File: src/rtl/bridge_cmd_sequencer.sv
// Command sequencer for the UART-to-bus bridge: parses framed read/write
// commands from the RX FIFO, issues one bus transaction, returns one response byte.
module bridge_cmd_sequencer #(
  parameter int unsigned ADDR_WIDTH     = 16,
  parameter int unsigned DATA_WIDTH     = 8,
  parameter int unsigned TIMEOUT_CYCLES = 1024
) (
  input  logic                  clk,
  input  logic                  rst,
  input  logic [7:0]            fifo_dout,
  input  logic                  fifo_empty,
  output logic                  fifo_deq,
  output logic [ADDR_WIDTH-1:0] daddr,
  output logic [DATA_WIDTH-1:0] dwdata,
  output logic                  dmode,
  output logic                  dvalid,
  input  logic                  dready,
  input  logic                  ddone,
  input  logic [DATA_WIDTH-1:0] drdata,
  output logic [7:0]            u_din,
  output logic                  u_en,
  input  logic                  u_tx_busy,
  output logic                  busy,
  output logic                  frame_err,
  output logic                  timeout
);

  localparam int unsigned ADDR_BYTES = ADDR_WIDTH / 8;
  localparam int unsigned WD_W       = $clog2(TIMEOUT_CYCLES + 1);
  localparam int unsigned AC_W       = (ADDR_BYTES > 1) ? $clog2(ADDR_BYTES) : 1;
  localparam logic [WD_W-1:0] WD_LAST = WD_W'(TIMEOUT_CYCLES - 1);
  localparam logic [AC_W-1:0] AC_LAST = AC_W'(ADDR_BYTES - 1);

  localparam logic [7:0] HDR_READ  = 8'hAA;
  localparam logic [7:0] HDR_WRITE = 8'hAB;
  localparam logic [7:0] RESP_WACK = 8'hAC;
  localparam logic [7:0] RESP_TO   = 8'hEE;

  typedef enum logic [2:0] {
    S_HDR, S_ADDR, S_DATA, S_ISSUE, S_WAIT, S_RESP, S_HOLD
  } state_t;

  state_t            state;
  logic [WD_W-1:0]   wd;
  logic [AC_W-1:0]   acnt;
  logic              consume;
  logic              stall;

  assign consume  = (state == S_HDR) || (state == S_ADDR) || (state == S_DATA);
  assign fifo_deq = !rst && consume && !fifo_empty;

  // A stall cycle is one where the watchdog runs because the awaited event is absent;
  // an event in the expiry cycle therefore takes the normal path.
  assign stall = (((state == S_ADDR) || (state == S_DATA)) && fifo_empty) ||
                 ((state == S_ISSUE) && !dready) ||
                 ((state == S_WAIT) && !ddone);

  always_ff @(posedge clk or posedge rst) begin
    if (rst) begin
      state     <= S_HDR;
      wd        <= '0;
      acnt      <= '0;
      daddr     <= '0;
      dwdata    <= '0;
      dmode     <= 1'b0;
      dvalid    <= 1'b0;
      u_din     <= '0;
      u_en      <= 1'b0;
      busy      <= 1'b0;
      frame_err <= 1'b0;
      timeout   <= 1'b0;
    end else begin
      u_en      <= 1'b0;
      frame_err <= 1'b0;
      timeout   <= 1'b0;
      if (stall && (wd == WD_LAST)) begin
        wd      <= '0;
        dvalid  <= 1'b0;
        timeout <= 1'b1;
        u_din   <= RESP_TO;
        state   <= S_RESP;
      end else begin
        wd <= stall ? wd + 1'b1 : '0;
        case (state)
          S_HDR: begin
            if (!fifo_empty) begin
              if ((fifo_dout == HDR_READ) || (fifo_dout == HDR_WRITE)) begin
                dmode <= fifo_dout[0];
                acnt  <= '0;
                busy  <= 1'b1;
                state <= S_ADDR;
              end else begin
                frame_err <= 1'b1;
              end
            end
          end
          S_ADDR: begin
            if (!fifo_empty) begin
              daddr <= ADDR_WIDTH'({daddr, fifo_dout});
              if (acnt == AC_LAST) begin
                if (dmode) begin
                  state <= S_DATA;
                end else begin
                  dvalid <= 1'b1;
                  state  <= S_ISSUE;
                end
              end else begin
                acnt <= acnt + 1'b1;
              end
            end
          end
          S_DATA: begin
            if (!fifo_empty) begin
              dwdata <= DATA_WIDTH'(fifo_dout);
              dvalid <= 1'b1;
              state  <= S_ISSUE;
            end
          end
          S_ISSUE: begin
            if (dready) begin
              dvalid <= 1'b0;
              state  <= S_WAIT;
            end
          end
          S_WAIT: begin
            if (ddone) begin
              u_din <= dmode ? RESP_WACK : 8'(drdata);
              state <= S_RESP;
            end
          end
          S_RESP: begin
            if (!u_tx_busy) begin
              u_en  <= 1'b1;
              state <= S_HOLD;
            end
          end
          S_HOLD: begin
            busy  <= 1'b0;
            state <= S_HDR;
          end
          default: begin
            busy  <= 1'b0;
            state <= S_HDR;
          end
        endcase
      end
    end
  end

endmodule
File: config.mk
export PLATFORM = sky130hd
export DESIGN_NAME = bridge_cmd_sequencer
export DESIGN_NICKNAME = d
export VERILOG_FILES = /design/src/rtl/bridge_cmd_sequencer.sv
export SDC_FILE = /design/constraint.sdc
export NUM_CORES = 1
export LEC_CHECK = 0
export ABC_AREA = 1
export CAP_MARGIN = 20
export CORE_ASPECT_RATIO = 0.5
export CORE_MARGIN = 2
export CORE_UTILIZATION = 49
export DETAILED_ROUTE_END_ITERATION = 10
export PLACE_DENSITY = 0.79
export SYNTH_ARGS = -nofsm -noshare
export SYNTH_HDL_FRONTEND = slang
export SYNTH_SLANG_ARGS = --single-unit
File: constraint.sdc
create_clock -name clk -period 2.5 [get_ports clk]
set_clock_uncertainty 0.1 [all_clocks]
set_input_delay 0.5 -clock clk [delete_from_list [all_inputs] [get_ports clk]]
set_output_delay 0.5 -clock clk [all_outputs]
set_load 0.005 [all_outputs]
==> results.cfg <==
; physical design summary
[detailed_routing]
route.detailed.drc = 0
vias = 1999
routed_via_density = 5.10
postRouteWirelength_mm = 5.40
wl_met2_mm = 2.69
drt-wirelength-per-cell_um = 13.8
wl_met1_mm = 2.44

[logic_synthesis]
synthAdderAreaFrac = 0.00499
edf_count = 0
simple_gate_area_frac = 0.273
synthCells = 256

[critical_path]
ff2ff_setup_slack_ns = 0.59
path_buffers = 2
startpoint_type = input pin
worst_ep_required_time_ns = 1.90
critPathMaxFanout = 2
crit_end = fifo_deq

[sta]
min_period_ns = 2.25
grt_setup_unrepaired = false
final-hold-violation-count = 0
fin_crit_sh = 0.901
finalMaxSlewViolations = 0
max_freq_ghz = 0.444
maxSlewHeadroom = 0.702

[die]
io_pins = 61

[power]
p_comb_mw = 1.60
powerSeq_mw = 1.35
p_total_mw = 3.44

[clock_network]
cts_buffers = 5
clock-sinks = 53
path_clk_slew_ns = 0.09

[layout]
buf_share = 0.201
antenna_cells = 0
layout.cells.most_common_list = nand2_1 (60), clkdlybuf4s50_1 (60), dfrtp_1 (53), inv_1 (18), nand3_1 (17)

[grt]
grt_pass1_vias = 1877
track_usage = 0.202

[status]
status = finished, final reports clean

[placed_design]
dp.cells = 384
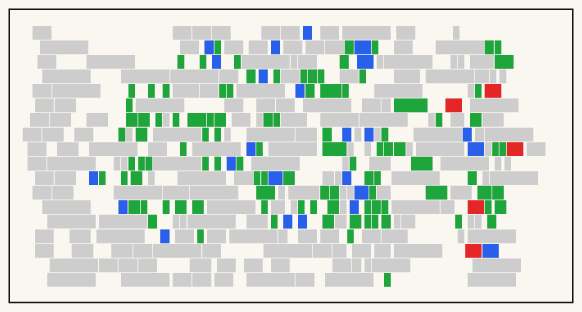
Figure 1: gate-type map.
[red] XOR/XNOR gates | cells: 5 | most used: xnor2_1
[green] NAND gates | cells: 102 | most used: nand2_1
[blue] inverting AOI/OAI gates | cells: 24 | most used: o21ai_0

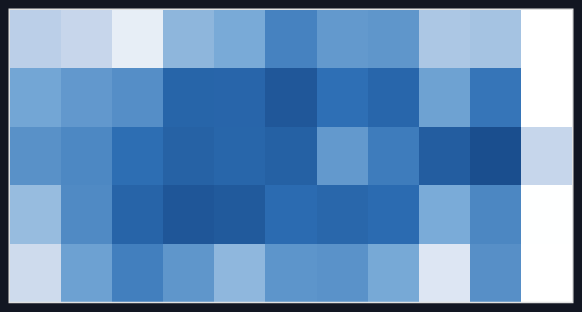
Figure 2: cell area per tile.
The die is cut into 11 by 5 equal tiles; white is low, dark blue is high, 0 to 100% covered.
fullest tile: 88%
tiles over 75% full: 29%
nearly empty tiles: 7.3%
mean over tiles: 55%
final core utilization: 0.663
Placeable Area: 0.00493 mm^2
FP Util: 0.508

